File: config.mk
export PLATFORM = sky130hd
export DESIGN_NAME = transmitter_my_flat
export DESIGN_NICKNAME = d
export VERILOG_FILES = /design/src/rtl/transmitter_my_if.sv /design/src/rtl/transmitter_my.sv /design/src/flat_wrapper.sv
export SDC_FILE = /design/constraint.sdc
export NUM_CORES = 1
export LEC_CHECK = 0
export ABC_CLOCK_PERIOD_IN_PS = 1980
export CORE_ASPECT_RATIO = 0.75
export CORE_MARGIN = 5
export CORE_UTILIZATION = 55
export DETAILED_ROUTE_END_ITERATION = 10
export GPL_ROUTABILITY_DRIVEN = 0
export GPL_TIMING_DRIVEN = 1
export PLACE_DENSITY = 0.78
export SLEW_MARGIN = 20
export SYNTH_ARGS = -nofsm -noshare
export SYNTH_HDL_FRONTEND = slang
export SYNTH_SLANG_ARGS = --single-unit
File: constraint.sdc
create_clock -name clk -period 1.98 [get_ports clk]
set_input_delay 0.396 -clock clk [delete_from_list [all_inputs] [get_ports clk]]
set_output_delay 0.396 -clock clk [all_outputs]
set_load 0.1 [all_outputs]
File: src/rtl/transmitter_my_if.sv
// Byte-in / serial-out handshake bundle for transmitter_my.
// master drives tx_start/tx_data; slave (the transmitter) drives the line and status.
interface transmitter_my_if;
  logic       tx_start;
  logic [7:0] tx_data;
  logic       tx;
  logic       tx_ready;
  logic       tx_busy;
  logic       tx_done;

  modport master (
    output tx_start,
    output tx_data,
    input  tx,
    input  tx_ready,
    input  tx_busy,
    input  tx_done
  );

  modport slave (
    input  tx_start,
    input  tx_data,
    output tx,
    output tx_ready,
    output tx_busy,
    output tx_done
  );
endinterface

File: src/rtl/transmitter_my.sv
// UART transmitter with a one-entry holding register, oversampled bit timing, 1 or 2 stop bits.
// Define UART_TX_PARITY_EN to insert an even-parity bit after the eighth data bit.
module transmitter_my #(
  parameter int unsigned OVERSAMPLE = 16,
  parameter int unsigned STOP_BITS  = 1
) (
  input  logic             clk,
  input  logic             reset,
  input  logic             br_tick,
  transmitter_my_if.slave  bus
);

  localparam int unsigned    TW       = $clog2(OVERSAMPLE);
  localparam logic [TW-1:0]  TickLast = TW'(OVERSAMPLE - 1);
  localparam logic [2:0]     StopLast = 3'(STOP_BITS - 1);

  typedef enum logic [2:0] {
    IDLE_S,
    START_S,
    DATA_S,
`ifdef UART_TX_PARITY_EN
    PARITY_S,
`endif
    STOP_S
  } state_e;

  state_e          state_q, state_d;
  logic [7:0]      hold_q, hold_d;
  logic            hold_full_q, hold_full_d;
  logic [7:0]      shift_q, shift_d;
  logic [TW-1:0]   tick_q, tick_d;
  logic [2:0]      bit_q, bit_d;
  logic            tx_q, tx_d;
  logic            done_q, done_d;
  logic            load;
  logic            tick_end;
`ifdef UART_TX_PARITY_EN
  logic            parity_q, parity_d;
`endif

  assign tick_end = br_tick && (tick_q == TickLast);

  always_comb begin
    state_d     = state_q;
    hold_d      = hold_q;
    hold_full_d = hold_full_q;
    shift_d     = shift_q;
    tick_d      = tick_q;
    bit_d       = bit_q;
    done_d      = 1'b0;
    load        = 1'b0;
`ifdef UART_TX_PARITY_EN
    parity_d    = parity_q;
`endif

    if (bus.tx_start && !hold_full_q) begin
      hold_d      = bus.tx_data;
      hold_full_d = 1'b1;
    end

    // Ticks only count while a frame is on the line.
    if (state_q != IDLE_S && br_tick) begin
      tick_d = tick_end ? '0 : tick_q + 1'b1;
    end

    unique case (state_q)
      IDLE_S: begin
        if (hold_full_q) load = 1'b1;
      end
      START_S: begin
        if (tick_end) state_d = DATA_S;
      end
      DATA_S: begin
        if (tick_end) begin
          shift_d = {1'b0, shift_q[7:1]};
          bit_d   = bit_q + 3'd1;
          if (bit_q == 3'd7) begin
`ifdef UART_TX_PARITY_EN
            state_d = PARITY_S;
`else
            state_d = STOP_S;
`endif
          end
        end
      end
`ifdef UART_TX_PARITY_EN
      PARITY_S: begin
        if (tick_end) state_d = STOP_S;
      end
`endif
      STOP_S: begin
        if (tick_end) begin
          if (bit_q == StopLast) begin
            done_d = 1'b1;
            bit_d  = 3'd0;
            // Back-to-back frames reload on the done edge with no idle gap.
            if (hold_full_q) load = 1'b1;
            else             state_d = IDLE_S;
          end else begin
            bit_d = bit_q + 3'd1;
          end
        end
      end
      default: state_d = IDLE_S;
    endcase

    if (load) begin
      shift_d     = hold_q;
      hold_full_d = 1'b0;
      tick_d      = '0;
      bit_d       = 3'd0;
      state_d     = START_S;
`ifdef UART_TX_PARITY_EN
      parity_d    = ^hold_q;
`endif
    end

    unique case (state_d)
      START_S:  tx_d = 1'b0;
      DATA_S:   tx_d = shift_d[0];
`ifdef UART_TX_PARITY_EN
      PARITY_S: tx_d = parity_d;
`endif
      default:  tx_d = 1'b1;
    endcase
  end

  always_ff @(posedge clk or posedge reset) begin
    if (reset) begin
      state_q     <= IDLE_S;
      hold_q      <= 8'h00;
      hold_full_q <= 1'b0;
      shift_q     <= 8'h00;
      tick_q      <= '0;
      bit_q       <= 3'd0;
      tx_q        <= 1'b1;
      done_q      <= 1'b0;
`ifdef UART_TX_PARITY_EN
      parity_q    <= 1'b0;
`endif
    end else begin
      state_q     <= state_d;
      hold_q      <= hold_d;
      hold_full_q <= hold_full_d;
      shift_q     <= shift_d;
      tick_q      <= tick_d;
      bit_q       <= bit_d;
      tx_q        <= tx_d;
      done_q      <= done_d;
`ifdef UART_TX_PARITY_EN
      parity_q    <= parity_d;
`endif
    end
  end

  assign bus.tx       = tx_q;
  assign bus.tx_ready = ~hold_full_q;
  assign bus.tx_busy  = (state_q != IDLE_S);
  assign bus.tx_done  = done_q;

endmodule

File: src/flat_wrapper.sv
// flat-port wrapper written by rule: the top's interface ports become plain ports
module transmitter_my_flat 
#(
  parameter int unsigned OVERSAMPLE = 16,
  parameter int unsigned STOP_BITS  = 1
)
  (clk, reset, br_tick, bus_tx_start, bus_tx_data, bus_tx, bus_tx_ready, bus_tx_busy, bus_tx_done);
  transmitter_my_if bus_i ();
  input  logic clk;
  input  logic reset;
  input  logic br_tick;
  input wire logic [$bits(bus_i.tx_start)-1:0] bus_tx_start;
  input wire logic [$bits(bus_i.tx_data)-1:0] bus_tx_data;
  output wire logic [$bits(bus_i.tx)-1:0] bus_tx;
  output wire logic [$bits(bus_i.tx_ready)-1:0] bus_tx_ready;
  output wire logic [$bits(bus_i.tx_busy)-1:0] bus_tx_busy;
  output wire logic [$bits(bus_i.tx_done)-1:0] bus_tx_done;
  assign bus_i.tx_start = bus_tx_start;
  assign bus_i.tx_data = bus_tx_data;
  assign bus_tx = bus_i.tx;
  assign bus_tx_ready = bus_i.tx_ready;
  assign bus_tx_busy = bus_i.tx_busy;
  assign bus_tx_done = bus_i.tx_done;
  transmitter_my #(.OVERSAMPLE(OVERSAMPLE), .STOP_BITS(STOP_BITS)) u_core (.clk(clk), .reset(reset), .br_tick(br_tick), .bus(bus_i));
endmodule
Run 1, routed metal, one colour a layer:
(4 px per micron) Two of the layers only.
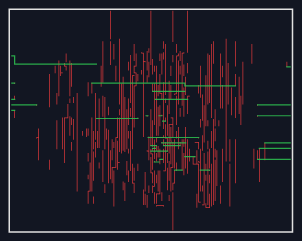
- met3: green (wire length 173 microns)
- met2: red (wire length 1440 microns)

Run 1, port wiring:
(4 px per micron)
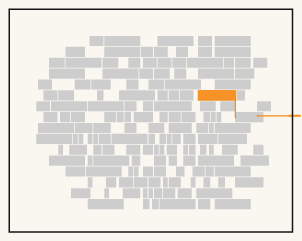
- `bus_tx`: orange (bits 1; direction output; end cells 1; buffers 1; wire 13.5 microns)

==> results.cfg, run 1 <==
; physical design summary
[routing]
firstDrtPassIters = 5
drt_iter0_markers = 63
drc = 0

[finish]
lay_top_count = dfrtp_1

[clock_tree]
numCtsBuffers = 5
clockBufferDepth = 2
tritoncts = done
cts.clk_slew.worst_paths_ps = 60

[synth]
synth_stat.cells = 129
syn_inst = 129
ys_seq_share_pct = 48.2
simple_gate_share_pct = 15.5
syn-cell-area_sq_um = 1510
ys_types = 46
fp_nets = 145
ys_chip_area_sq_um = 1510

[floorplanning]
ioPinCount = 16
die_x_microns = 70.5
die-height_microns = 55.3

[power]
leakagePower_nw = 0.825
ir_drop_mv = 0.530
power_density_nw_per_um2 = 1280

[critical_path]
critPathMaxStageDelay_ps = 530
critPathKind = flop to primary output

[global_route]
grt_pass1_vias = 1159
grt_max_degree = 30

[final_timing]
period_used_pct = 95.8
fin_hold_ws_ps = 490

[place]
pre_cts_slack_ps = -39.4

[hold_path]
min_path_type = primary input to asynchronous set/reset pin

[run_status]
status = finished, final reports clean
Run 1, cell outlines without signal wires:
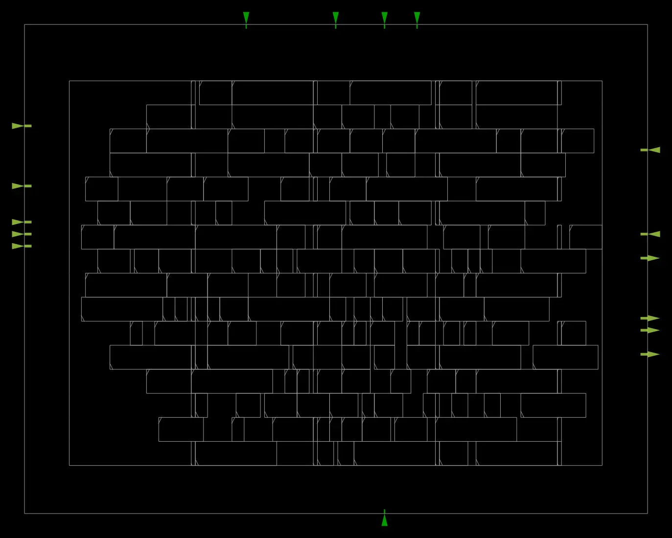
Core Util, Final: 69.9%
registers: 29
# Taps: 36
core area: 2620 sq um
fillcell total: 191

Run 1, metal 2:
(6 px per micron)
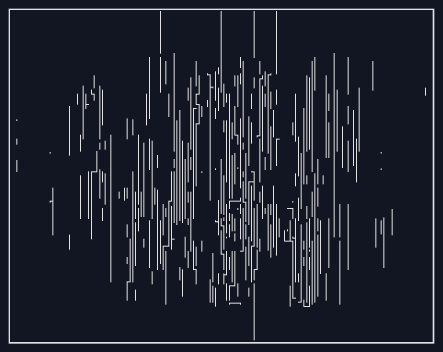
- nets with wire on the layer: 143
- share of all routed wire: 46%

-- run 1: routing by layer --
metal | wire (microns) | vias up | track usage [%] | share of wire, %
met5 | 0 | - | 0 | 0
met4 | 76 | 0 | 6.56 | 2.4
met3 | 173 | 13 | 8.51 | 5.6
met2 | 1440 | 36 | 27.9 | 46
met1 | 1420 | 554 | 21.7 | 46
li1 | - | 522 | - | -
-- run 1: metrics by stage --
stage                     cells  instance area (sq um)  power (mW)
after floorplan             129                   1510        1.58
after global placement      180                   1730        1.77
after detailed placement    180                   1730        1.82
after CTS                   188                   1830        2.36
after global routing        188                   1830        2.49
final                       188                   1830        2.35
-- run 1: cell type report --
cell class / count / area [sq um] / share of cell area [%]
sequential: 29 / 727 / 39.7
clock inverter: 1 / 5.00 / 0.273
tap: 36 / 45.0 / 2.46
timing repair buffer: 22 / 230 / 12.6
clock buffer: 7 / 96.3 / 5.26
multi-input combinational: 88 / 711 / 38.8
inverter: 5 / 18.8 / 1.02
-- run 1: cells in the mapped netlist (all sizes together) (2+ instances only) --
master  count  area, sq um
a21oi       6         33.8
a22o        6         52.6
clkbuf      2         7.51
ha          4         50.1
nand2       5         18.8
nand2b      3         18.8
o21ai       6         37.5
or3         2         17.5
nor2       12         61.3
mux2i       4         40.0
dfrtp      28          701
mux2        8         90.1
and4        3         28.8
nor3        2         21.3
a221o       6         60.1
inv         5         18.8
and3        2         17.5
buf         5         46.3
nor2b       2         12.5
-- run 1: power breakdown --
part           internal, mW  total [mW]  switching [mW]
logic                 0.385       0.800           0.414
clock network         0.313       0.527           0.214
registers             0.812        1.02           0.210
total                  1.51        2.35           0.838
-- run 1: worst max-delay path: cells and delay by family (launching register included) --
kind | cells | cell delay, ps
DFF | 1 | 530
and+or+nand+nor | 1 | 500
buffers and inverters | 1 | 180
==> run 1 -> run 2 <==
--- a/config.mk
+++ b/config.mk
@@ -13,6 +13,7 @@
 export GPL_ROUTABILITY_DRIVEN = 0
 export GPL_TIMING_DRIVEN = 1
 export PLACE_DENSITY = 0.78
+export REMOVE_ABC_BUFFERS = 1
 export SLEW_MARGIN = 20
 export SYNTH_ARGS = -nofsm -noshare
 export SYNTH_HDL_FRONTEND = slang
Run 2, port wiring:
(4 px per micron)
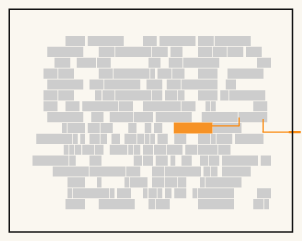
- `bus_tx`: orange (bits 1; direction output; end cells 1; buffers 1; wire 19.0 microns)

Run 2, cell outlines without signal wires:
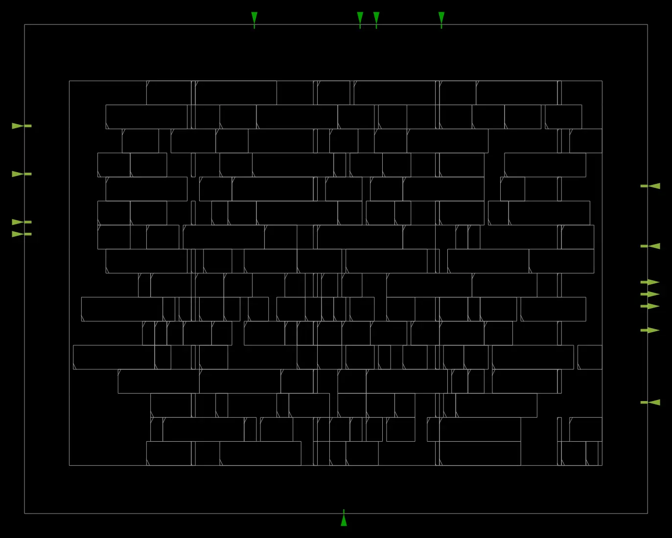
non-filler cells, final: 188
fillcell total: 196
Seq area share: 39.7%
Rows: 16

==> run 2 against run 1 <==
Against the previous run: via count down 3.0%; clock power up 1%; combinational power up 3.6%; synthesized cell count unchanged; clock-buffer cell count unchanged; critical path depth unchanged; total power up 0.40%; worst hold slack worse by 8.3 ps; area after synthesis unchanged; cell count unchanged.
==> results.cfg, run 2 <==
; physical design summary
[synth]
ys_chip_area_sq_um = 1510
syn_inst = 129
topCellsByArea = dfrtp_1 (46%), mux2_2 (6.0%), a221o_1 (4.0%), a22o_1 (3.5%), ha_1 (3.3%)
yosys.area.top_type = dfrtp_1
synth_stat.cells = 129
top_cell_area_share_pct = 46.5
common_cells = dfrtp_1 (28), nor2_1 (11), mux2_2 (8), a221o_1 (6), a22o_1 (6)
yosysMostFrequentCell = dfrtp_1
syn-cell-area_sq_um = 1510
ys_types = 46
ys_seq_share_pct = 48.2

[clock_tree]
numCtsBuffers = 5
cts_num_sinks = 29
cts.clk_slew.worst_paths_ps = 70
tritoncts = done
cts_resized = 0
clockBufferDepth = 2

[hold_path]
min_path_type = primary input to asynchronous set/reset pin

[critical_path]
startpoint_type = flop
cp_num_buf_inv = 1
rr_endpoint = u_core.shift_q[3]$_DFFE_PP0P_
critPathKind = flop to primary output
cp.depth = 2
cp_top_family = flip-flops
critPathMaxStageDelay_ps = 510

[power]
leakagePower_nw = 0.825
power_density_nw_per_um2 = 1290
ir_drop_mv = 0.730

[global_route]
grt_pass1_vias = 1146
grt_pass1_wl_microns = 5310
grt_max_degree = 30

[routing]
drc = 0
wl_microns = 3020
firstDrtPassIters = 4
drt_iter0_markers = 72
vias = 1091

[final_timing]
period_used_pct = 92.8
finalHoldViolations = 0

[floorplanning]
ioPinCount = 16
dieArea_sq_um = 3900
core_area_sq_um = 2620
die_x_microns = 70.5
die-height_microns = 55.3

[finish]
nets = 167
lay_top_count = dfrtp_1
design_area_sq_um = 1830

[run_status]
status = finished, final reports clean

[place]
place_inst = 180
placed_area_sq_um = 1730
Run 2, pin placement:
(6 px per micron) Pins as bars across the die edge, other pins in grey.
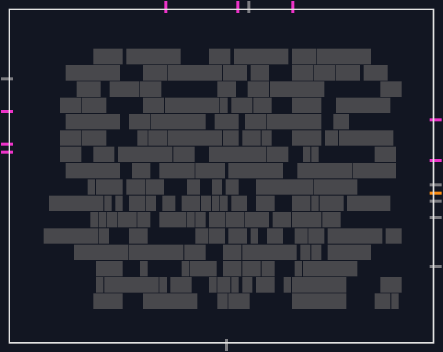
- `bus_tx`: orange (pins 1; direction output; edge right)
- `bus_tx_data`: magenta (pins 8; direction input; edge 3 top, 3 left, 2 right)
- all pins by edge: 7 right, 4 top, 4 left, 1 bottom

-- run 2: cell counts in the layout (fill, tap and decap cells not counted) --
No cell type changed its count.
-- run 2: metrics by stage --
step	worst slack (ps)	util, %	power, mW	setup TNS (ps)	hold slack (ps)
5_1_grt	79.7	69.9	2.48	0	543
3_3_place_gp	50.0	65.9	1.78	0	496
4_1_cts	125	69.8	2.37	0	498
3_5_place_dp	-12.4	65.9	1.83	-40.1	503
6_report	142	69.9	2.36	0	482
2_1_floorplan	27.4	-	1.56	0	473
-- run 2: report_power, final --
| part | switching, mW | internal, mW |
|---|---|---|
| clock | 0.220 | 0.313 |
| combinational | 0.435 | 0.394 |
| sequential | 0.183 | 0.813 |
| total | 0.838 | 1.52 |
-- run 2: cell families (layout without fill, tap and decap cells) --
group / count (synthesis) / after routing / share of synthesized area (%)
compound gates: 34 / 34 / 18.7
buf+inv: 12 / 35 / 4.81
simple gates: 36 / 36 / 15.5
mux: 12 / 12 / 8.63
other cells: 1 / 1 / 0.249
xor+xnor: 1 / 1 / 0.581
flops: 29 / 29 / 48.2
fa+ha+maj: 4 / 4 / 3.32
-- run 2: final cells by class --
cell class                      instances  area, sq um  area share, %
Clock buffer                            7         96.3           5.26
Sequential cell                        29          727           39.7
Multi-Input combinational cell         88          711           38.8
Tap cell                               36         45.0           2.46
Clock inverter                          1         5.00          0.273
Inverter                                5         18.8           1.02
Timing Repair Buffer                   22          230           12.6
-- run 2: layer usage --
metal | vias to the layer above | part of all wire (%) | global-route usage [%]
met4 | 0 | 1.4 | 7.65
met3 | 3 | 4.9 | 5.43
met1 | 541 | 49 | 22.5
met5 | - | 0 | 0
met2 | 26 | 45 | 25.3
li1 | 521 | - | -
==> run 2 -> run 3 <==
--- a/config.mk
+++ b/config.mk
@@ -14,7 +14,6 @@
 export GPL_TIMING_DRIVEN = 1
 export PLACE_DENSITY = 0.78
 export REMOVE_ABC_BUFFERS = 1
-export SLEW_MARGIN = 20
 export SYNTH_ARGS = -nofsm -noshare
 export SYNTH_HDL_FRONTEND = slang
 export SYNTH_SLANG_ARGS = --single-unit
Run 3, metal 2:
(6 px per micron)
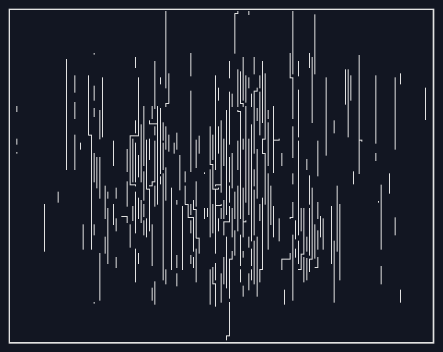
- longest straight run: 19.7 microns
- main direction: vertical
- nets with wire on the layer: 141
- share of all routed wire: 45%

Run 3, port wiring:
(4 px per micron)
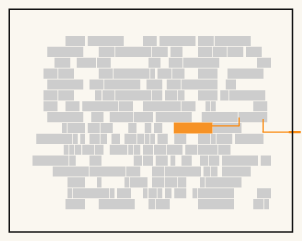
- `bus_tx`: orange (bits 1; direction output; end cells 1; buffers 1; wire 19.0 microns)

==> run 3 against run 2 <==
Against the previous run: sequential share of layout area unchanged; critical path type unchanged; total power unchanged; global-route usage unchanged; clock power about the same; register-to-register slack about the same; flip-flop count unchanged; setup slack unchanged; synthesized cell count unchanged.
==> results.cfg, run 3 <==
; physical design summary
[synth]
ys_chip_area_sq_um = 1510
ys_types = 46
ys_seq_share_pct = 48.2
yosys.area.top_type = dfrtp_1
top_cell_area_share_pct = 46.5
common_cells = dfrtp_1 (28), nor2_1 (11), mux2_2 (8), a221o_1 (6), a22o_1 (6)

[finish]
num-fill-cells = 196
lay_top_count = dfrtp_1
nets = 167
instances_no_fill = 188

[critical_path]
startpoint_type = flop
critPathKind = flop to primary output

[power]
clock_net_power_mw = 0.533
clkPwrFrac_pct = 22.6
power.internal_mw = 1.52
seqPwrFrac_pct = 42.2
total_power_mw = 2.36
power_frac_comb_pct = 35.2
leakagePower_nw = 0.825
seq-power_mw = 0.996
switchingPower_mw = 0.838

[floorplanning]
die-height_microns = 55.3
std_cell_rows = 16
ioPinCount = 16
die_x_microns = 70.5

[routing]
drt_iter0_markers = 72
wl_microns = 3020
vias = 1091
firstDrtPassIters = 4

[final_timing]
fin_hold_ws_ps = 482
fin_ws_ps = 142
finalHoldViolations = 0

[clock_tree]
numCtsBuffers = 5
tritoncts = done
clockBufferDepth = 2

[global_route]
grt_pass1_wl_microns = 5310
grt_pass1_vias = 1146

[run_status]
status = finished, final reports clean

[place]
place_inst = 180
placed_area_sq_um = 1730
Run 3, pin placement:
(6 px per micron) Pins as bars across the die edge, other pins in grey.
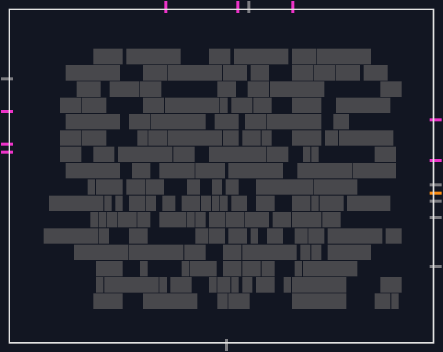
- `bus_tx`: orange (pins 1; direction output; edge right)
- `bus_tx_data`: magenta (pins 8; direction input; edge 3 top, 3 left, 2 right)
- all pins by edge: 7 right, 4 top, 4 left, 1 bottom

-- run 3: cell counts in the layout (fill, tap and decap cells not counted) --
Identical to the previous run, type by type.
-- run 3: cell families (layout without fill, tap and decap cells) --
logic type / Yosys count / count (layout) / synth area share, %
other: 1 / 1 / 0.249
muxes: 12 / 12 / 8.63
DFF: 29 / 29 / 48.2
AOI/OAI and AO/OA: 34 / 34 / 18.7
and+or+nand+nor: 36 / 36 / 15.5
xor gates and xnor gates: 1 / 1 / 0.581
buffers and inverters: 12 / 35 / 4.81
adders and majority gates: 4 / 4 / 3.32
-- run 3: how the worst max path moves through the flow --
stage | start | to | slack [ps] | depth (start not counted)
2_1_floorplan | u_core.hold_full_q$_DFFE_PP0P_ | u_core.state_q[0]$_DFF_PP0_ | 30 | 4
3_3_place_gp | br_tick | u_core.shift_q[3]$_DFFE_PP0P_ | 50 | 5
3_5_place_dp | br_tick | u_core.shift_q[1]$_DFFE_PP0P_ | -10 | 5
4_1_cts | u_core.bit_q[0]$_DFFE_PP0P_ | u_core.shift_q[3]$_DFFE_PP0P_ | 130 | 6
5_1_grt | u_core.state_q[1]$_DFF_PP0_ | bus_tx_busy | 80 | 2
6_report | u_core.state_q[1]$_DFF_PP0_ | bus_tx_busy | 140 | 2
-- run 3: per-layer routing --
metal	share of wire (%)	GRT usage, %	routed length (microns)
met1	49	22.5	1470
met2	45	25.3	1360
met3	4.9	5.43	149
met4	1.4	7.65	41
met5	0	0	0
-- run 3: area by class of cell --
cell class              count  area (sq um)  area share [%]
clock buffers               7          96.3            5.26
clock inverters             1          5.00           0.273
inverters                   5          18.8            1.02
multi-input cells          88           711            38.8
flip-flops and latches     29           727            39.7
well taps                  36          45.0            2.46
repair buffers             22           230            12.6
Power figures rest on the tool's default switching activity, not on a simulated workload.
